<file path="src/rtl/outpkt_multiword_pkg.sv">
// Shared pkt_comm constants for the multi-word 0x81 packet builder.
// `MSB(x) gives the bit index of the MSB needed to hold the value x.
`ifndef MSB
`define MSB(x) ($clog2((x) + 1) - 1)
`endif

package outpkt_multiword_pkg;

    localparam int HDR = 5;

    localparam logic [2:0] K_TYPE   = 3'd0;
    localparam logic [2:0] K_CSUM   = 3'd1;
    localparam logic [2:0] K_LEN_LO = 3'd2;
    localparam logic [2:0] K_LEN_HI = 3'd3;
    localparam logic [2:0] K_ID     = 3'd4;

    localparam logic [7:0] PKT_TYPE_WORD   = 8'h81;
    localparam logic [7:0] PKT_VERSION_DEF = 8'h01;

    typedef enum logic {
        S_FILL = 1'b0,
        S_SEND = 1'b1
    } state_t;

endpackage

</file>
<file path="src/rtl/outpkt_record_fmt.sv">
// Maps offset m within one record to its 16-bit data word:
// two 7-bit chars per word first, then the 16-bit ID words.
module outpkt_record_fmt #(
    parameter int CHARS    = 8,
    parameter int ID_WORDS = 3,
    parameter int M_W      = 3
) (
    input  logic [CHARS*7+ID_WORDS*16-1:0] rec,
    input  logic [M_W-1:0]                 m,
    output logic [15:0]                    word
);

    always_comb begin
        word = '0;
        for (int i = 0; i < CHARS / 2; i++) begin
            if (m == M_W'(i)) word = {1'b0, rec[14*i+7 +: 7], 1'b0, rec[14*i +: 7]};
        end
        for (int i = 0; i < ID_WORDS; i++) begin
            if (m == M_W'(CHARS / 2 + i)) word = rec[CHARS*7 + 16*i +: 16];
        end
    end

endmodule

</file>
<file path="src/rtl/outpkt_multiword.sv">
// Batches result records into 0x81 packets and streams them as 16-bit FWFT words.
// Optional OUTPKT_CHECKSUM_EN: header word 1 carries ~(sum of all data words).
module outpkt_multiword
    import outpkt_multiword_pkg::*;
#(
    parameter int         CHARS        = 8,
    parameter int         ID_WORDS     = 3,
    parameter int         RECS_PER_PKT = 4,
    parameter logic [7:0] PKT_TYPE     = PKT_TYPE_WORD,
    parameter logic [7:0] PKT_VERSION  = PKT_VERSION_DEF,
    parameter int         TIMEOUT      = 1024
) (
    input  logic                           CLK,
    input  logic                           RST_N,
    input  logic [CHARS*7+ID_WORDS*16-1:0] din,
    input  logic [15:0]                    pkt_id,
    input  logic                           wr_en,
    output logic                           full,
    output logic [15:0]                    dout,
    output logic                           pkt_new,
    output logic                           pkt_end,
    input  logic                           rd_en,
    output logic                           empty
);

    localparam int R        = CHARS / 2 + ID_WORDS;
    localparam int REC_W    = CHARS * 7 + ID_WORDS * 16;
    localparam int LAST_MAX = HDR + RECS_PER_PKT * R - 1;
    localparam int K_W      = `MSB(LAST_MAX) + 1;
    localparam int N_W      = `MSB(RECS_PER_PKT) + 1;
    localparam int M_W      = `MSB(R) + 1;
    localparam int S_W      = (RECS_PER_PKT > 1) ? $clog2(RECS_PER_PKT) : 1;
    localparam int T_W      = `MSB((TIMEOUT > 0) ? TIMEOUT : 1) + 1;

    // Handshake: din is taken at a clock edge when wr_en & ~full; dout is valid
    // while ~empty and is consumed at the edge where rd_en & ~empty.
    state_t           state, state_d;
    logic [N_W-1:0]   n, n_d;
    logic [K_W-1:0]   k, k_d, last_k;
    logic [S_W-1:0]   r, r_d;
    logic [M_W-1:0]   m, m_d;
    logic [T_W-1:0]   cnt, cnt_d;
    logic [15:0]      id_q, id_d;
    logic [15:0]      data_word, csum_word;
    logic             go_send;
    logic [REC_W-1:0] buf_q [2**S_W];

    assign last_k = K_W'(HDR - 1) + K_W'(n) * K_W'(R);

    always_comb begin
        state_d = state;
        n_d     = n;
        k_d     = k;
        r_d     = r;
        m_d     = m;
        cnt_d   = cnt;
        id_d    = id_q;
        go_send = 1'b0;
        case (state)
            S_FILL: begin
                cnt_d = (n == '0) ? '0 : cnt + T_W'(1);
                if (wr_en) begin
                    n_d = n + N_W'(1);
                    if (n == N_W'(RECS_PER_PKT - 1)) go_send = 1'b1;
                end
                // A write landing in the timeout cycle still joins this batch.
                if (TIMEOUT != 0 && n != '0 && cnt == T_W'(TIMEOUT - 1)) go_send = 1'b1;
                if (go_send) begin
                    state_d = S_SEND;
                    id_d    = pkt_id;
                    cnt_d   = '0;
                end
            end
            S_SEND: begin
                if (rd_en) begin
                    if (k == last_k) begin
                        state_d = S_FILL;
                        n_d     = '0;
                        k_d     = '0;
                        r_d     = '0;
                        m_d     = '0;
                    end else begin
                        k_d = k + K_W'(1);
                        if (k >= K_W'(HDR)) begin
                            if (m == M_W'(R - 1)) begin
                                m_d = '0;
                                r_d = r + S_W'(1);
                            end else begin
                                m_d = m + M_W'(1);
                            end
                        end
                    end
                end
            end
            default: state_d = S_FILL;
        endcase
    end

    always_ff @(posedge CLK or negedge RST_N) begin
        if (!RST_N) begin
            state <= S_FILL;
            n     <= '0;
            k     <= '0;
            r     <= '0;
            m     <= '0;
            cnt   <= '0;
            id_q  <= '0;
        end else begin
            state <= state_d;
            n     <= n_d;
            k     <= k_d;
            r     <= r_d;
            m     <= m_d;
            cnt   <= cnt_d;
            id_q  <= id_d;
        end
    end

    always_ff @(posedge CLK) begin
        if (state == S_FILL && wr_en) buf_q[n[S_W-1:0]] <= din;
    end

    outpkt_record_fmt #(.CHARS(CHARS), .ID_WORDS(ID_WORDS), .M_W(M_W)) u_fmt (
        .rec  (buf_q[r]),
        .m    (m),
        .word (data_word)
    );

`ifdef OUTPKT_CHECKSUM_EN
    logic [15:0] csum_q, csum_d, rec_sum;
    logic [15:0] din_word [R];

    for (genvar g = 0; g < R; g++) begin : g_sum
        outpkt_record_fmt #(.CHARS(CHARS), .ID_WORDS(ID_WORDS), .M_W(M_W)) u_fmt_sum (
            .rec  (din),
            .m    (M_W'(g)),
            .word (din_word[g])
        );
    end

    always_comb begin
        rec_sum = '0;
        for (int i = 0; i < R; i++) rec_sum = rec_sum + din_word[i];
    end

    always_comb begin
        csum_d = csum_q;
        if (state == S_FILL && wr_en) csum_d = csum_q + rec_sum;
        else if (state == S_SEND && rd_en && k == last_k) csum_d = '0;
    end

    always_ff @(posedge CLK or negedge RST_N) begin
        if (!RST_N) csum_q <= '0;
        else        csum_q <= csum_d;
    end

    assign csum_word = ~csum_q;
`else
    assign csum_word = 16'h0000;
`endif

    always_comb begin
        dout = '0;
        if (state == S_SEND) begin
            if (k < K_W'(HDR)) begin
                case (k[2:0])
                    K_TYPE:   dout = {PKT_TYPE, PKT_VERSION};
                    K_CSUM:   dout = csum_word;
                    K_LEN_LO: dout = 16'(n) * 16'(2 * R);
                    K_LEN_HI: dout = '0;
                    K_ID:     dout = id_q;
                    default:  dout = '0;
                endcase
            end else begin
                dout = data_word;
            end
        end
    end

    assign full    = (state == S_SEND);
    assign empty   = (state != S_SEND);
    assign pkt_new = (state == S_SEND) && (k == '0);
    assign pkt_end = (state == S_SEND) && (k == last_k);

endmodule

</file>
<file path="config.mk">
export PLATFORM = sky130hd
export DESIGN_NAME = outpkt_multiword
export DESIGN_NICKNAME = d
export VERILOG_FILES = /design/src/rtl/outpkt_multiword_pkg.sv /design/src/rtl/outpkt_record_fmt.sv /design/src/rtl/outpkt_multiword.sv
export SDC_FILE = /design/constraint.sdc
export NUM_CORES = 1
export LEC_CHECK = 0
export CAP_MARGIN = 20
export CELL_PAD_IN_SITES_DETAIL_PLACEMENT = 1
export CELL_PAD_IN_SITES_GLOBAL_PLACEMENT = 2
export CORE_ASPECT_RATIO = 1.2
export CORE_MARGIN = 8
export CORE_UTILIZATION = 25
export DETAILED_ROUTE_END_ITERATION = 12
export GPL_TIMING_DRIVEN = 1
export PLACE_DENSITY_LB_ADDON = 0.1
export SYNTH_ARGS = -nofsm -noshare
export SYNTH_HDL_FRONTEND = slang
export SYNTH_HIERARCHICAL = 1
export SYNTH_SLANG_ARGS = --single-unit
</file>
<file path="constraint.sdc">
create_clock -name CLK -period 5.6 [get_ports CLK]
set_input_delay 0.56 -clock CLK [delete_from_list [all_inputs] [get_ports CLK]]
set_output_delay 0.56 -clock CLK [all_outputs]
set_load 0.01 [all_outputs]
</file>
Figure 1. I/O pins on the die edge (run 1).
Pins as bars across the die edge, other pins in gray.
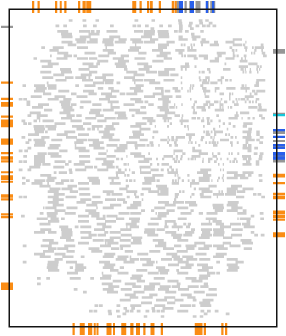
Key: cyan = pkt_end [pins 1, direction output, edge east]; blue = dout [pins 16, direction output, edge 8 east, 8 north]; orange = din [pins 104, direction input, edge 35 south, 34 west, 21 north, 14 east]
All pins by edge: 40 north, 35 west, 35 south, 34 east.
count of input and output buffers: 143
die y size: 317 µm
die extent in x: 266 µm

Figure 2. Wiring by layer (run 1).
Scale bar: 100 µm.
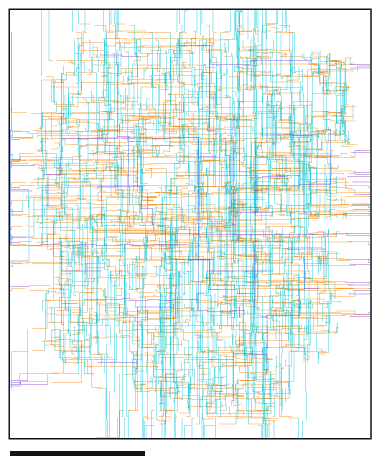
Key: cyan = metal 2 [wire length 27.8 mm]; orange = metal 1 [wire length 22.6 mm]; blue = metal 4 [wire length 1,270 µm]; purple = metal 3 [wire length 2,000 µm]
Global Route Usage Sum: 0.128
Via Count: 9,648
wire length per cell after detailed routing: 24.6 µm

Figure 3. Routed clock nets over the placement (run 1).
Scale bar: 100 µm.
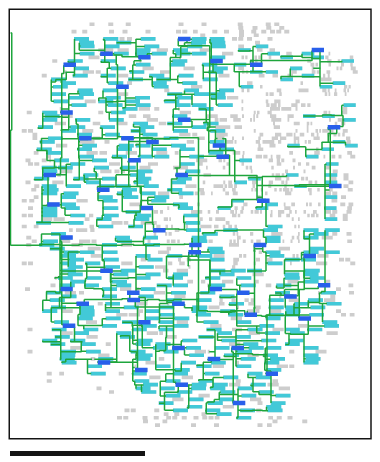
Key: green = clock wires [length 6,670 µm]; blue = clock drivers [count 52]; cyan = flip-flops [count 458]
There are 53 routed clock nets.
worst clock skew: 0.0250 ns
total clock network power: 3.30 mW
clock network power share: 0.290
insertion delay of the later-clocked pin in the worst-skew pair: 0.59 ns

==> summary.log, run 1 <==
qor: critical_path.crit_slowest_cell sky130_fd_sc_hd__clkdlybuf4s50_1
qor: critical_path.critical_path.reg2reg.endpoint m[0]$_DFFE_PN0P_
qor: clock_tree.tritoncts.num_buffers 52
qor: final_timing.final.min_clock_period 4.61 ns
qor: synthesis.synth.avg_cell_area 19.5 µm²
qor: placed_design.placement.setup.worst_slack 1.42 ns
qor: synthesis.synthArstFlopShare 0.0917
qor: final_timing.final.hold.worst_slack 0.0608 ns
qor: grt.grt_first_pass_wirelength 78.7 mm
qor: critical_path.timing.critical_path.from n[1]$_DFFE_PN0P_
qor: final_timing.final_max_slew_viol_count 0
qor: floorplan.core 74,700 µm²
qor: critical_path.setup.reg_to_reg.worst_slack 1.92 ns
qor: min_path.holdCritPathClass in -> async
qor: placed_design.gp_congestion 0.697
qor: placed_design.post_dp_cell_area 21,500 µm²
qor: floorplan.placement_rows 110
qor: critical_path.cp-endpoint pkt_end
qor: final_timing.fin_ws 0.988 ns
qor: synthesis.synth_area 18,800 µm²
qor: critical_path.critical_path.most_common_cell sky130_fd_sc_hd__ha_1
qor: critical_path.max_stage_delay 0.53 ns
qor: cells_and_area.layout_top_cells_excl_fill_tap sky130_fd_sc_hd__edfxtp_1 (416), sky130_fd_sc_hd__clkdlybuf4s50_1 (142), sky130_fd_sc_hd__mux4_2 (104)
qor: synthesis.yosys-top-cells-count sky130_fd_sc_hd__edfxtp_1 (416), sky130_fd_sc_hd__mux4_2 (104), sky130_fd_sc_hd__dfrtp_1 (42)
qor: synthesis.ys.flops 458
qor: synthesis.mappedNetlistNets 1,112
qor: critical_path.criticalPathCategory reg -> out
qor: clock_tree.cts_buffer_depth 3
qor: critical_path.kind_of_capture_point_of_the_worst_setup_path output pin
qor: cells_and_area.layout.core_utilization 0.310
qor: critical_path.critPathArrivalTime 4.05 ns
qor: floorplan.io-pin-count 144
qor: detailed_routing.detail_route.first_pass.iterations 4
qor: clock_tree.ctsResizeCount 0
qor: cells_and_area.n_antenna_cell 0
qor: clock_tree.cts_tree yes
qor: final_timing.timing.setup.tns 0 ns
qor: pwr.peakVddDrop 237 µV
qor: synthesis.synth_top_flop_cell sky130_fd_sc_hd__edfxtp_1
qor: floorplan.floorplan.core_util 0.252
qor: clock_tree.cts_post_setup_buffers_inserted 0
qor: cells_and_area.filler_cell_count 7,584
qor: grt.grt_pass1_vias 10,900
qor: critical_path.critical_path.startpoint_type register
qor: status.run_status finished, final reports clean
qor: detailed_routing.drtIter0Drc 537
## run 1: critical path: cells and delay by family, from the launching register on
kind / cells / cell delay [ns]
buffers and inverters: 3 / 0.82
adders and majority gates: 3 / 0.77
and+or+nand+nor: 2 / 0.58
DFF: 1 / 0.52
AOI/OAI and AO/OA: 1 / 0.38
xor gates and xnor gates: 1 / 0.37
## run 1: power breakdown
| part | internal, mW | total, mW | switching, mW |
|---|---|---|---|
| Combinational | 1.61 | 3.62 | 2.00 |
| Clock | 1.93 | 3.30 | 1.37 |
| Sequential | 4.16 | 4.48 | 0.320 |
| Total | 7.70 | 11.4 | 3.69 |
## run 1: registers in the layout, indices dropped and copies added (netlist names)
register  cells
buf_q       416
id_q         16
cnt          11
k             6
m             3
n             3
r             2
full          1
## run 1: logic make-up (layout without fill, tap and decap cells)
family,Yosys count,in the layout,synth area share
muxes,150,150,0.152
adders and majority gates,22,22,0.0158
AOI/OAI and AO/OA,129,129,0.0523
and+or+nand+nor,135,135,0.0376
buffers and inverters,63,270,0.0177
xor gates and xnor gates,9,9,0.00499
DFF,458,458,0.720
## run 1: cell type report
class / instances / area share
flip-flops and latches: 458 / 0.586
repair buffers: 167 / 0.0732
multi-input cells: 445 / 0.214
inverters: 12 / 0.00195
clock buffers: 62 / 0.0597
clock inverters: 29 / 0.0110
well taps: 1008 / 0.0545
## run 1: metal layers
metal | vias to the layer above | routed length (µm) | GRT usage
met1 | 5077 | 22600 | 0.159
met3 | 73 | 2000 | 0.0213
met2 | 179 | 27800 | 0.226
met5 | - | 0 | 0
met4 | 0 | 1270 | 0.0362
li1 | 4319 | - | -
## run 1: metrics by stage
stage	power, mW	instances
3_5_place_dp	8.34	2090
2_1_floorplan	6.75	966
4_1_cts	11.7	2181
3_3_place_gp	8.34	2090
6_report	11.4	2181
5_1_grt	12.0	2181
--- run 2 (diff from run 1) ---
==> constraint.sdc (replaced) <==
create_clock -name CLK -period 4.7 [get_ports CLK]
set_input_delay 0.47 -clock CLK [delete_from_list [all_inputs] [get_ports CLK]]
set_output_delay 0.47 -clock CLK [all_outputs]
set_load 0.01 [all_outputs]
Figure 4. I/O pins on the die edge (run 2).
Pins as bars across the die edge, other pins in gray.
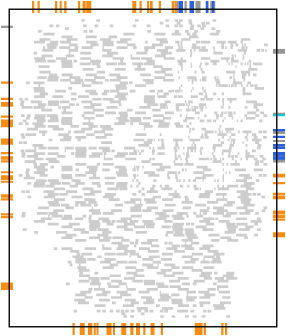
Key: cyan = pkt_end [pins 1, direction output, edge east]; orange = din [pins 104, direction input, edge 35 south, 34 west, 21 north, 14 east]; blue = dout [pins 16, direction output, edge 8 east, 8 north]
All pins by edge: 40 north, 35 west, 35 south, 34 east.

==> run 2 against run 1 <==
Effect of this change: sequential share of layout area shrank 0.62 points; non-clock buffer count is 12 higher; critical path depth is the same; setup slack got worse by 0.74 ns; clock skew shrank 0.0089 ns; register-to-register slack got worse by 0.65 ns; synthesized area unchanged; flip-flop count is the same; total power rose by 22%.
==> summary.log, run 2 <==
qor: status.run_status finished, final reports clean
qor: synthesis.synthTopLogicFamily multiplexers
qor: pwr.clk-power 4.19 mW [+27%]
qor: critical_path.kind_of_capture_point_of_the_worst_setup_path output pin
qor: pwr.comb_cell_power 4.38 mW [+21%]
qor: synthesis.mappedNetlistNets 1,112 [unchanged]
qor: pwr.power.largest_group sequential cells
qor: final_timing.clock_skew 0.0161 ns [-0.00891 ns]
qor: pwr.p_sw 4.45 mW [+21%]
qor: synthesis.mux_share 0.152 [unchanged]
qor: clock_tree.tritoncts.num_buffers 53 [+1.9%]
qor: final_timing.final.min_clock_period 4.45 ns
qor: grt.grt_first_pass_wirelength 78.7 mm [about the same]
qor: synthesis.synth-adder-area-share 0.0158 [unchanged]
qor: pwr.pwr-share-comb 0.315 [-0.002]
qor: clock_tree.cts_tree yes
qor: synthesis.ys.flops 458 [unchanged]
qor: grt.grt_pass1_vias 10,900 [+0.18%]
qor: pwr.sw_frac_of_total 0.320 [-0.00392]
qor: critical_path.max_stage_delay 0.54 ns [about the same]
qor: synthesis.synthArstFlopShare 0.0917 [unchanged]
qor: floorplan.core 74,700 µm² [unchanged]
qor: min_path.holdCritPathClass reg -> reg
qor: cells_and_area.largest_reg_flops 416 [unchanged]
qor: detailed_routing.drtIter0Drc 370 [-31%]
qor: cells_and_area.filler_cell_count 7,514 [-0.92%]
qor: final_timing.timing.setup.tns 0 ns [unchanged]
qor: clock_tree.cts_post_setup_buffers_inserted 0 [unchanged]
qor: cells_and_area.layout.core_utilization 0.313 [+0.00331]
qor: pwr.peakVddDrop 251 µV [+6.2%]
qor: clock_tree.worstSkewPairLatency 0.59 ns [about the same]
qor: critical_path.critical_path.startpoint_type register
qor: detailed_routing.detail_route.first_pass.iterations 5 [+1]
qor: final_timing.fin_ws 0.252 ns [-0.736 ns]
qor: critical_path.critPathArrivalTime 3.98 ns [-0.07 ns]
qor: clock_tree.cts_buffer_depth 3 [unchanged]
qor: placed_design.gp_congestion 0.700 [+0.42%]
qor: floorplan.die_height 317 µm [unchanged]
Figure 5. Wiring by layer (run 2).
Scale bar: 100 µm.
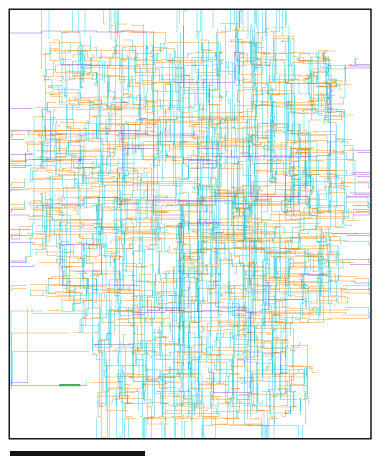
total detailed-routing wirelength: 53.7 mm
Global Route Usage Sum: 0.127
Via Count: 9,738
wire length per cell after detailed routing: 24.4 µm

==> run 2: cell counts after synthesis <==
Identical to the previous run, type by type.
==> run 2: stage by stage <==
stage | total power [mW] | cell area, µm² | hold slack, ns | std cells
after floorplan | 8.04 | 18800 | 0.174 | 966
after global placement | 9.98 | 21600 | 0.470 | 2101
after detailed placement | 9.98 | 21600 | 0.467 | 2101
after CTS | 14.3 | 23400 | 0.446 | 2201
after global routing | 14.7 | 23400 | 0.468 | 2201
final | 13.9 | 23400 | 0.474 | 2202
==> run 2: final cells by class <==
class	count	area share
Multi-Input combinational cell	445	0.212
Clock buffer	64	0.0594
Inverter	12	0.00193
Clock inverter	35	0.0160
Sequential cell	458	0.579
Timing Repair Buffer	179	0.0774
Antenna cell	1	0.000107
Tap cell	1008	0.0539
==> run 2: critical path: cells and delay by family, from the launching register on <==
family          cells  cell delay [ns]
buf+inv             3             0.82
fa+ha+maj           3             0.80
flops               1             0.52
compound gates      1             0.30
xor+xnor            1             0.37
simple gates        2             0.58
==> run 2: worst paths after layout <==
kind,from,end,slack (ns),cells after the start
worst max-delay path,n[1]$_DFFE_PN0P_,pkt_end,0.25,10
worst min-delay path,cnt[10]$_DFFE_PN0N_,cnt[10]$_DFFE_PN0N_,0.47,1
worst max register to register,n[1]$_DFFE_PN0P_,n[2]$_DFFE_PN0P_,1.27,10
worst min register to register,cnt[10]$_DFFE_PN0N_,cnt[10]$_DFFE_PN0N_,0.47,1
max in group asynchronous,RST_N,r[0]$_DFFE_PN0P_,3.66,3
min in group asynchronous,RST_N,cnt[5]$_DFFE_PN0N_,0.53,3
==> run 2: per-layer routing <==
metal	wire [µm]	vias up	GRT usage
met2	27400	163	0.224
met1	23400	5148	0.161
li1	-	4358	-
met4	1050	2	0.0311
met5	13	-	0
met3	1890	67	0.0227
Power figures rest on the tool's default switching activity, not on a simulated workload.
